## src/rtl/ctrl_pkg.sv

```systemverilog
// Shared types, encodings and decode helpers for the control sequencer and its control word table.
package ctrl_pkg;

    typedef enum logic [1:0] {
        ST_FETCH = 2'd0,
        ST_EXEC  = 2'd1,
        ST_TRAP  = 2'd2
    } state_e;

    typedef enum logic [2:0] {
        IC_DP_REG = 3'd0,
        IC_DP_IMM = 3'd1,
        IC_BRANCH = 3'd2,
        IC_LDST   = 3'd3,
        IC_UNDEF  = 3'd4
    } iclass_e;

    localparam logic [3:0] STEPS_DP_REG = 4'd1;
    localparam logic [3:0] STEPS_DP_IMM = 4'd1;
    localparam logic [3:0] STEPS_BRANCH = 4'd2;
    localparam logic [3:0] STEPS_LDST   = 4'd3;

    localparam logic [1:0] CAUSE_NONE  = 2'b00;
    localparam logic [1:0] CAUSE_UNDEF = 2'b01;
    localparam logic [1:0] CAUSE_BUS   = 2'b10;

    localparam logic [2:0] K_IMM12  = 3'd0;
    localparam logic [2:0] K_OFF9   = 3'd1;
    localparam logic [2:0] K_BR26   = 3'd2;
    localparam logic [2:0] K_BR19   = 3'd3;
    localparam logic [2:0] K_MOV16  = 3'd4;
    localparam logic [2:0] K_ONES16 = 3'd5;
    localparam logic [2:0] K_SHAMT  = 3'd6;
    localparam logic [2:0] K_ZERO   = 3'd7;

    localparam logic [4:0] FS_ADD    = 5'd2;
    localparam logic [1:0] PC_HOLD   = 2'b00;
    localparam logic [1:0] PC_INC    = 2'b01;
    localparam logic [1:0] PC_BRANCH = 2'b10;
    localparam logic [1:0] MD_ALU    = 2'b00;
    localparam logic [1:0] MD_MEM    = 2'b01;
    localparam logic [1:0] MD_PC     = 2'b10;

    localparam int CW_BASE_W = 37;

    // Field layout of the 37-bit control word, MSB first.
    typedef struct packed {
        logic [4:0] da;
        logic [4:0] aa;
        logic [4:0] ba;
        logic       b_sel;
        logic [4:0] fs;
        logic       reg_write;
        logic       mem_write;
        logic       mem_read;
        logic [1:0] md_sel;
        logic [1:0] pc_sel;
        logic       ir_load;
        logic       status_load;
        logic [6:0] rsvd;
    } cw_t;

    // Fetch: mem_read, pc_sel=PC_INC, ir_load.
    localparam logic [CW_BASE_W-1:0] CW_FETCH = 37'h2300;

    function automatic iclass_e decode_class(input logic [3:0] op);
        // op = IR[28:25]
        if (op[2] & op[0] & ~op[1]) begin
            return IC_DP_REG;
        end else if (op[3] & ~op[2] & op[1]) begin
            return IC_BRANCH;
        end else if (op[3] & ~op[2] & ~op[1]) begin
            return IC_DP_IMM;
        end else if (op[2] & ~op[0]) begin
            return IC_LDST;
        end else begin
            return IC_UNDEF;
        end
    endfunction

    function automatic logic [3:0] class_steps(input iclass_e c);
        case (c)
            IC_DP_REG: return STEPS_DP_REG;
            IC_DP_IMM: return STEPS_DP_IMM;
            IC_BRANCH: return STEPS_BRANCH;
            IC_LDST:   return STEPS_LDST;
            default:   return 4'd0;
        endcase
    endfunction

    // cond[3:1] picks the base test over {N,Z,C,V}; cond[0] inverts it.
    function automatic logic cond_met(input logic [3:0] cond, input logic [3:0] st);
        logic n, z, c, v, base;
        {n, z, c, v} = st;
        case (cond[3:1])
            3'd0:    base = z;
            3'd1:    base = c;
            3'd2:    base = n;
            3'd3:    base = v;
            3'd4:    base = c & ~z;
            3'd5:    base = ~(n ^ v);
            3'd6:    base = ~z & ~(n ^ v);
            default: base = 1'b1;
        endcase
        return base ^ cond[0];
    endfunction

endpackage

```

## src/rtl/ctrl_cw_table.sv

```systemverilog
// Combinational control word table: (iclass, step, status, IR) -> {control word, k_sel}.
module ctrl_cw_table
    import ctrl_pkg::*;
#(
    parameter int CW_WIDTH = 37,
    parameter int STEP_W   = 2
) (
    input  iclass_e             iclass,
    input  logic [STEP_W-1:0]   step,
    input  logic [3:0]          status,
    input  logic [31:0]         ir,
    output logic [CW_WIDTH-1:0] control_word,
    output logic [2:0]          k_sel
);

    cw_t        cw_s;
    logic [2:0] ksel_s;
    logic       taken_s;
    logic       unused_ir_s;

    assign unused_ir_s = ^{ir[28:24], ir[15:10]};

    // Per-class, per-step control word and constant selection.
    always_comb begin
        cw_s    = '0;
        ksel_s  = K_ZERO;
        taken_s = cond_met(ir[3:0], status);
        case (iclass)
            IC_DP_REG: begin
                cw_s.da          = ir[4:0];
                cw_s.aa          = ir[9:5];
                cw_s.ba          = ir[20:16];
                cw_s.fs          = {1'b0, ir[30:29], ir[22:21]};
                cw_s.reg_write   = 1'b1;
                cw_s.status_load = ir[29];
            end
            IC_DP_IMM: begin
                cw_s.da          = ir[4:0];
                cw_s.aa          = ir[9:5];
                cw_s.b_sel       = 1'b1;
                cw_s.fs          = {1'b0, ir[30:29], 2'b00};
                cw_s.reg_write   = 1'b1;
                cw_s.status_load = ir[29];
                case (ir[23:22])
                    2'b00:   ksel_s = K_IMM12;
                    2'b01:   ksel_s = K_SHAMT;
                    2'b10:   ksel_s = K_MOV16;
                    default: ksel_s = K_ONES16;
                endcase
            end
            IC_BRANCH: begin
                ksel_s     = ir[29] ? K_BR19 : K_BR26;
                cw_s.b_sel = 1'b1;
                cw_s.fs    = FS_ADD;
                // Step 1 commits the target; a failed condition leaves the PC alone.
                if (step == STEP_W'(0)) begin
                    cw_s.pc_sel = PC_HOLD;
                end else begin
                    cw_s.pc_sel    = (ir[29] & ~taken_s) ? PC_HOLD : PC_BRANCH;
                    cw_s.reg_write = ir[31] & ~ir[29];
                    cw_s.da        = 5'd30;
                    cw_s.md_sel    = MD_PC;
                end
            end
            IC_LDST: begin
                ksel_s     = K_OFF9;
                cw_s.aa    = ir[9:5];
                cw_s.b_sel = 1'b1;
                cw_s.fs    = FS_ADD;
                if (step == STEP_W'(1)) begin
                    cw_s.mem_read  = ir[22];
                    cw_s.mem_write = ~ir[22];
                    cw_s.ba        = ir[4:0];
                end else if (step == STEP_W'(2)) begin
                    cw_s.da        = ir[4:0];
                    cw_s.reg_write = ir[22];
                    cw_s.md_sel    = MD_MEM;
                end else begin
                    cw_s.md_sel = MD_ALU;
                end
            end
            default: begin
                cw_s   = '0;
                ksel_s = K_ZERO;
            end
        endcase
    end

    assign control_word = CW_WIDTH'(cw_s);
    assign k_sel        = ksel_s;

endmodule

```

## src/rtl/control_sequencer.sv

```systemverilog
// Multi-cycle control sequencer: FSM, micro-step counter, memory watchdog and constant generator.
// Optional retired-instruction counter enabled by defining CTRL_RETIRE_CNT_EN.
module control_sequencer
    import ctrl_pkg::*;
#(
    parameter int CW_WIDTH   = 37,
    parameter int K_WIDTH    = 32,
    parameter int STEP_W     = 2,
    parameter int WAIT_LIMIT = 15
) (
    input  logic                clock,
    input  logic                reset,
    input  logic [31:0]         IR,
    input  logic [3:0]          status,
    input  logic                mem_ready,
    input  logic                trap_ack,
    output logic                mem_req,
    output logic [CW_WIDTH-1:0] controlWord,
    output logic [K_WIDTH-1:0]  k,
    output logic                instr_done,
    output logic                trap,
    output logic [1:0]          trap_cause
`ifdef CTRL_RETIRE_CNT_EN
    ,
    output logic [31:0]         retired
`endif
);

    localparam int WCNT_W = $clog2(WAIT_LIMIT + 1);
    localparam logic [WCNT_W-1:0] WAIT_LAST = WCNT_W'(WAIT_LIMIT - 1);

    state_e              state_r, state_s;
    logic [STEP_W-1:0]   step_r, step_s;
    logic [WCNT_W-1:0]   wait_cnt_r, wait_cnt_s;
    logic [1:0]          cause_r, cause_s;
    iclass_e             iclass_s;
    logic [CW_WIDTH-1:0] table_cw_s, cw_s;
    logic [2:0]          table_ksel_s, ksel_s;
    logic                mem_req_s, done_s, last_step_s;

    assign iclass_s    = decode_class(IR[28:25]);
    assign last_step_s = (int'(step_r) == int'(class_steps(iclass_s)) - 1);

    ctrl_cw_table #(
        .CW_WIDTH (CW_WIDTH),
        .STEP_W   (STEP_W)
    ) u_cw_table (
        .iclass       (iclass_s),
        .step         (step_r),
        .status       (status),
        .ir           (IR),
        .control_word (table_cw_s),
        .k_sel        (table_ksel_s)
    );

    // Next state, step, watchdog and cause; per-state output decode.
    always_comb begin
        state_s    = state_r;
        step_s     = step_r;
        wait_cnt_s = wait_cnt_r;
        cause_s    = cause_r;
        mem_req_s  = 1'b0;
        done_s     = 1'b0;
        cw_s       = '0;
        ksel_s     = K_ZERO;
        case (state_r)
            ST_FETCH: begin
                mem_req_s = 1'b1;
                cw_s      = CW_WIDTH'(CW_FETCH);
                if (mem_ready) begin
                    state_s    = ST_EXEC;
                    step_s     = '0;
                    wait_cnt_s = '0;
                end else if (wait_cnt_r == WAIT_LAST) begin
                    state_s    = ST_TRAP;
                    cause_s    = CAUSE_BUS;
                    wait_cnt_s = '0;
                end else begin
                    wait_cnt_s = wait_cnt_r + WCNT_W'(1);
                end
            end
            ST_EXEC: begin
                if (iclass_s == IC_UNDEF) begin
                    state_s = ST_TRAP;
                    cause_s = CAUSE_UNDEF;
                    step_s  = '0;
                end else begin
                    cw_s   = table_cw_s;
                    ksel_s = table_ksel_s;
                    // Load/store data phase stalls on the handshake under the same watchdog.
                    if ((iclass_s == IC_LDST) && (step_r == STEP_W'(1))) begin
                        mem_req_s = 1'b1;
                        if (mem_ready) begin
                            step_s     = step_r + STEP_W'(1);
                            wait_cnt_s = '0;
                        end else if (wait_cnt_r == WAIT_LAST) begin
                            state_s    = ST_TRAP;
                            cause_s    = CAUSE_BUS;
                            step_s     = '0;
                            wait_cnt_s = '0;
                        end else begin
                            wait_cnt_s = wait_cnt_r + WCNT_W'(1);
                        end
                    end else if (last_step_s) begin
                        done_s  = 1'b1;
                        state_s = ST_FETCH;
                        step_s  = '0;
                    end else begin
                        step_s = step_r + STEP_W'(1);
                    end
                end
            end
            ST_TRAP: begin
                if (trap_ack) begin
                    state_s = ST_FETCH;
                    cause_s = CAUSE_NONE;
                end else begin
                    state_s = ST_TRAP;
                end
            end
            default: begin
                state_s    = ST_FETCH;
                step_s     = '0;
                wait_cnt_s = '0;
                cause_s    = CAUSE_NONE;
            end
        endcase
    end

    // Sequencer state registers.
    always_ff @(posedge clock or negedge reset) begin
        if (!reset) begin
            state_r    <= ST_FETCH;
            step_r     <= '0;
            wait_cnt_r <= '0;
            cause_r    <= CAUSE_NONE;
        end else begin
            state_r    <= state_s;
            step_r     <= step_s;
            wait_cnt_r <= wait_cnt_s;
            cause_r    <= cause_s;
        end
    end

    // Constant generator.
    always_comb begin
        case (ksel_s)
            K_IMM12:  k = K_WIDTH'($signed(IR[21:10]));
            K_OFF9:   k = K_WIDTH'($signed(IR[20:12]));
            K_BR26:   k = K_WIDTH'($signed(IR[25:0]));
            K_BR19:   k = K_WIDTH'($signed(IR[23:5]));
            K_MOV16:  k = K_WIDTH'($signed(IR[20:5]));
            K_ONES16: k = K_WIDTH'(16'hFFFF);
            K_SHAMT:  k = K_WIDTH'(IR[15:10]);
            default:  k = '0;
        endcase
    end

    // FETCH decodes to an active request, so hold the request side quiet while reset is asserted.
    always_comb begin
        if (!reset) begin
            mem_req     = 1'b0;
            controlWord = '0;
        end else begin
            mem_req     = mem_req_s;
            controlWord = cw_s;
        end
    end

    assign instr_done = done_s;
    assign trap       = (state_r == ST_TRAP);
    assign trap_cause = cause_r;

`ifdef CTRL_RETIRE_CNT_EN
    // Retired-instruction counter, wraps naturally.
    always_ff @(posedge clock or negedge reset) begin
        if (!reset) begin
            retired <= 32'd0;
        end else if (done_s) begin
            retired <= retired + 32'd1;
        end else begin
            retired <= retired;
        end
    end
`endif

endmodule

```

## config.mk

```make
export PLATFORM = sky130hd
export DESIGN_NAME = control_sequencer
export DESIGN_NICKNAME = d
export VERILOG_FILES = /design/src/rtl/ctrl_pkg.sv /design/src/rtl/ctrl_cw_table.sv /design/src/rtl/control_sequencer.sv
export SDC_FILE = /design/constraint.sdc
export NUM_CORES = 1
export LEC_CHECK = 0
export ABC_AREA = 1
export ABC_CLOCK_PERIOD_IN_PS = 2450
export CAP_MARGIN = 10
export CORE_UTILIZATION = 40
export DETAILED_ROUTE_END_ITERATION = 6
export GPL_TIMING_DRIVEN = 0
export PLACE_DENSITY = 0.8
export SLEW_MARGIN = 20
export SYNTH_ARGS = -nofsm -noshare
export SYNTH_HDL_FRONTEND = slang
export SYNTH_SLANG_ARGS = --single-unit
```

## constraint.sdc

```tcl
create_clock -name clock -period 2.45 [get_ports clock]
set_clock_uncertainty 0.1 [all_clocks]
set_input_delay 0.49 -clock clock [delete_from_list [all_inputs] [get_ports clock]]
set_output_delay 0.49 -clock clock [all_outputs]
set_load 0.05 [all_outputs]
```

Figure 1. PDN straps and rails (run 1).
Bar = 20 um. Pins as bars on the die edge.
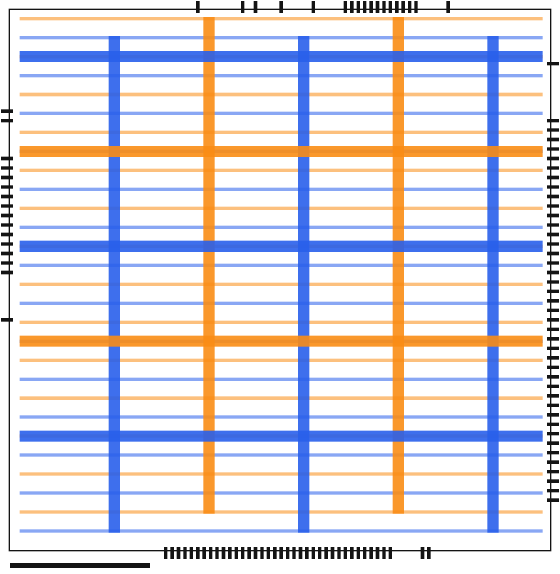
VDD: shown in orange. VSS: shown in blue.
The core has 27 rows. 114 signal pins sit on the boundary.
Peak VDD IR: 630 uV
CORE AREA: 5510 um^2
Die X: 77.4 um
Die H: 77.4 um

Figure 2. Cells colored by class (run 1).
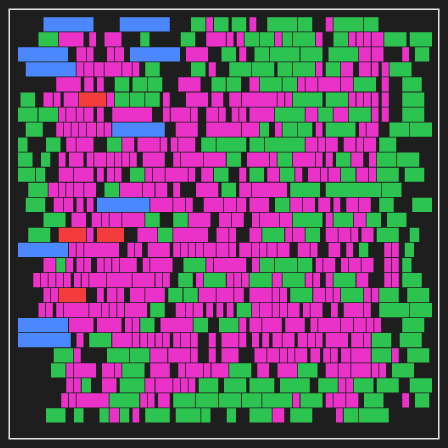
other buffers and delay cells: shown in green, cells 179. flops: shown in blue, cells 10. combinational and other logic: shown in magenta, cells 404. clock drivers and dummy loads: shown in red, cells 4.
Layout Cell Area excl Fill: 4450 um^2
# rows: 27
flop share of the area: 5.71%
fin util: 80.8%

Figure 3. Clock wires, drivers and flops (run 1).
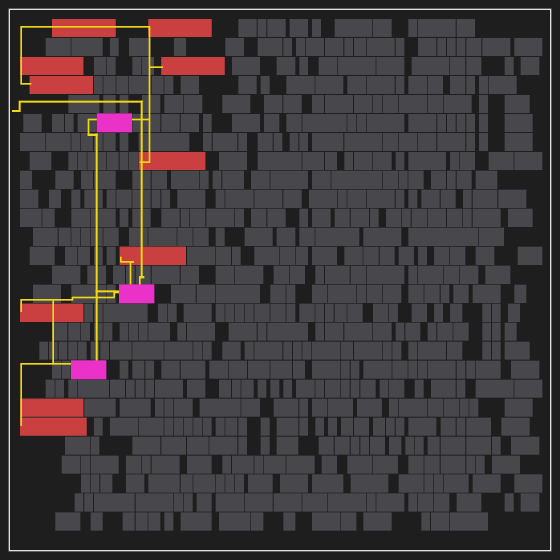
clock drivers: shown in magenta, count 3. flip-flops: shown in red, count 10. clock wires: shown in yellow, length 210 um.
There are 4 routed clock nets.
Clock net power: 0.000215 W
Clk pwr share: 6.1%
clk latency late pin: 0.25 ns

==> reports/results.txt, run 1 <==
status - finished with violations
violated checks - setup timing
number of port buffers - 104
flop-to-flop setup slack - 0.73 ns
Layout Nets - 644
sequential share of power - 8.1%
Hold Path End - trap_cause[1]
GRT Total Usage - 31.7%
commonest cells after routing, fill and taps aside - nand2_1, buf_4, buf_6, inv_1, nor2_1
number of synthesized flops with an enable pin - 0
Worst Hold Path Cells - 2
Mapped Avg Cell Area - 5.24 um^2
combinational share of cell area - 47.1%
Crit path required time - 1.86 ns
met2 wire length - 5150 um
P_int - 0.00148 W
Flops after synth - 10
Flop area - 254 um^2
critical path depth - 9
comb_multi_in - 346
largest power group - combinational logic
Synth top cell by count - nand2_1
Critical R2R Launch - step_r[1]
Maximum Capacitance Violations - 0
total combinational power - 0.00302 W
non-clock buffer count - 179
area fraction in mux cells - 0%
HP Start - trap_cause[1]
Fin Hold WS - 0.425 ns
XOR/XNOR Area Share - 0.771%
number of standard cells reported by yosys - 434
cells after synthesis - 434
synthesized cell area - 2270 um^2
vias in the first global route - 3355
end of the critical path - k[17]
routing usage on met1 - 38.2%
CP Cell Sequence - nor2_8 > nand2_4 > nor2_4 > buf_8 > nand3_4 > o21ai_1 > inv_1 > nand2_1 > buf_6
RR Endpoint - trap_cause[0]
CP Class - flop to output port
largest net degree at the start of global routing - 11
critical path's largest stage delay - 0.45 ns
Period minus WS final - 2.63 ns
CP bufs+invs - 3
ANT cells - 0
# setup viols final - 36
Reg clk slew, reported paths - 0.05 ns
Gate power share - 85.8%
PnR worst setup slack - -0.181 ns
Logic family by area - simple AND/OR/NAND/NOR gates
GRT overflow - 0
Largest register FFs - 4
==> run 2, diff against run 1 <==
--- a/config.mk
+++ b/config.mk
@@ -6,12 +6,12 @@
 export NUM_CORES = 1
 export LEC_CHECK = 0
 export ABC_AREA = 1
-export ABC_CLOCK_PERIOD_IN_PS = 2450
+export ABC_CLOCK_PERIOD_IN_PS = 2150
 export CAP_MARGIN = 10
-export CORE_UTILIZATION = 40
+export CORE_UTILIZATION = 37
 export DETAILED_ROUTE_END_ITERATION = 6
 export GPL_TIMING_DRIVEN = 0
-export PLACE_DENSITY = 0.8
+export PLACE_DENSITY = 0.78
 export SLEW_MARGIN = 20
 export SYNTH_ARGS = -nofsm -noshare
 export SYNTH_HDL_FRONTEND = slang
==> constraint.sdc (replaced) <==
create_clock -name clock -period 2.15 [get_ports clock]
set_clock_uncertainty 0.1 [all_clocks]
set_input_delay 0.43 -clock clock [delete_from_list [all_inputs] [get_ports clock]]
set_output_delay 0.43 -clock clock [all_outputs]
set_load 0.05 [all_outputs]
Figure 4. Signal wires by layer (run 2).
Bar = 20 um.
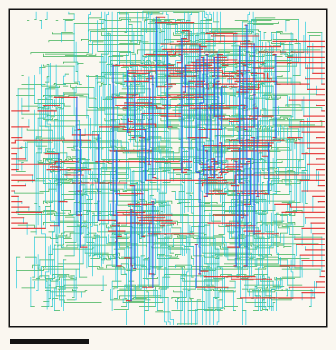
metal 4: shown in blue, wire length 988 um. metal 1: shown in green, wire length 4590 um. metal 2: shown in cyan, wire length 6050 um. metal 3: shown in red, wire length 1350 um.
Wirelength per Cell: 19.2 um
vias: 3999
final WL: 13000 um
GRT Total Usage: 31.4%

==> reports/results.txt, run 2 <==
Crit path required time - 1.62 ns
Clk pwr share - 5.2%
CP Cell Sequence - buf_4 > inv_1 > nor2_1 > nand2_1 > nand2_2 > nor2_4 > nand4_1 > buf_4 > clkinvlp_4 > nor2_2 > nand2_2 > buf_8
P_int - 0.00198 W
critical path's largest stage delay - 0.25 ns
RR Endpoint - trap_cause[0]
PnR worst setup slack - -0.430 ns
ANT cells - 0
CORE AREA - 5920 um^2
HP Start - trap_cause[1]
# setup viols final - 59
Worst Hold Path Cells - 2
total combinational power - 0.00401 W
combinational share of cell area - 48.4%
CP bufs+invs - 5
Flops after synth - 10
status - finished with violations
clk latency late pin - 0.24 ns
Reg clk slew, reported paths - 0.05 ns
Yosys warning count - 0
P_sw - 0.00259 W
Period minus WS final - 2.58 ns
flop share of the area - 5.03%
largest power group - combinational logic
XOR/XNOR Area Share - 0.771%
Critical R2R Launch - step_r[1]
number of standard cells reported by yosys - 434
Die H - 80.4 um
Die X - 80.4 um
cells after synthesis - 434
largest net degree at the start of global routing - 11
Logic family by area - simple AND/OR/NAND/NOR gates
# rows - 28
commonest cells after routing, fill and taps aside - nand2_1, buf_4, buf_8, buf_6, inv_1
number of port buffers - 104
Layout Cell Area excl Fill - 5050 um^2
CP Class - input pin to output port
Mapped Avg Cell Area - 5.24 um^2
Peak VDD IR - 732 uV
GRT overflow - 0
end of the critical path - k[16]
area fraction in mux cells - 0%
Layout Nets - 647
violated checks - setup timing
Gate power share - 87.8%
Largest register FFs - 4
met2 wire length - 6050 um
flop-to-flop setup slack - 0.36 ns
==> run 3, diff against run 2 <==
--- a/config.mk
+++ b/config.mk
@@ -8,6 +8,7 @@
 export ABC_AREA = 1
 export ABC_CLOCK_PERIOD_IN_PS = 2150
 export CAP_MARGIN = 10
+export CORE_ASPECT_RATIO = 1.25
 export CORE_UTILIZATION = 37
 export DETAILED_ROUTE_END_ITERATION = 6
 export GPL_TIMING_DRIVEN = 0
Figure 5. Clock wires, drivers and flops (run 3).
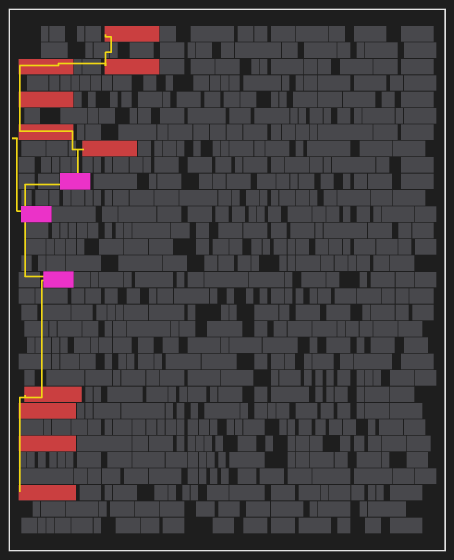
clk latency late pin: 0.23 ns
Clock net power: 0.000235 W
Clk pwr share: 5.2%

==> reports/results.txt, run 3 <==
Wirelength per Cell - 16.6 um
XOR/XNOR Area Share - 0.771%
vias - 3641
Fin Hold WS - 0.424 ns
Worst Hold Path Cells - 2
PnR worst setup slack - -0.411 ns
total combinational power - 0.00394 W
number of port buffers - 104
Gate power share - 87.6%
sequential share of power - 7.2%
initial antenna violation count - 0
Flops after synth - 10
fin util - 86.9%
CP bufs+invs - 3
area delta synth->final - 124%
combinational share of cell area - 48.2%
routing usage on met1 - 32.2%
CP Class - flop to output port
Period minus WS final - 2.56 ns
Layout Cell Area excl Fill - 5090 um^2
P_int - 0.00195 W
Peak VDD IR - 888 uV
vias in the first global route - 3293
non-clock buffer count - 177
flop-to-flop setup slack - 0.38 ns
Critical R2R Launch - step_r[1]
final WL - 11200 um
# setup viols final - 56
crit path max fanout - 9
RR Endpoint - wait_cnt_r[3]
comb_multi_in - 346
violated checks - setup timing
Flop area - 255 um^2
area fraction in mux cells - 0%
Crit path required time - 1.62 ns
Mapped Avg Cell Area - 5.24 um^2
CORE AREA - 5860 um^2
Yosys warning count - 0
commonest cells after routing, fill and taps aside - nand2_1, buf_6, buf_4, buf_8, inv_1
met2 wire length - 5970 um
largest net degree at the start of global routing - 11
Maximum Capacitance Violations - 0
end of the critical path - k[10]
status - finished with violations
cells after synthesis - 434
number of synthesized flops with an enable pin - 0
P_sw - 0.00255 W
# rows - 31
Synth top cell by count - nand2_1
flop share of the area - 5.02%
global routing usage on met2 - 58.9%
ANT cells - 0
antenna viol nets, final - 0
CP Cell Sequence - nor2_8 > nand2_4 > nor2_4 > buf_12 > buf_6 > nand4_1 > nand2_1 > nor2_4 > nand2_4 > buf_6
GRT overflow - 0
Logic family by area - simple AND/OR/NAND/NOR gates
Largest register FFs - 4
Reg clk slew, reported paths - 0.05 ns
GRT Total Usage - 30.5%
Die X - 72.1 um
No activity file was given, so power comes from the tool's default toggle rates.
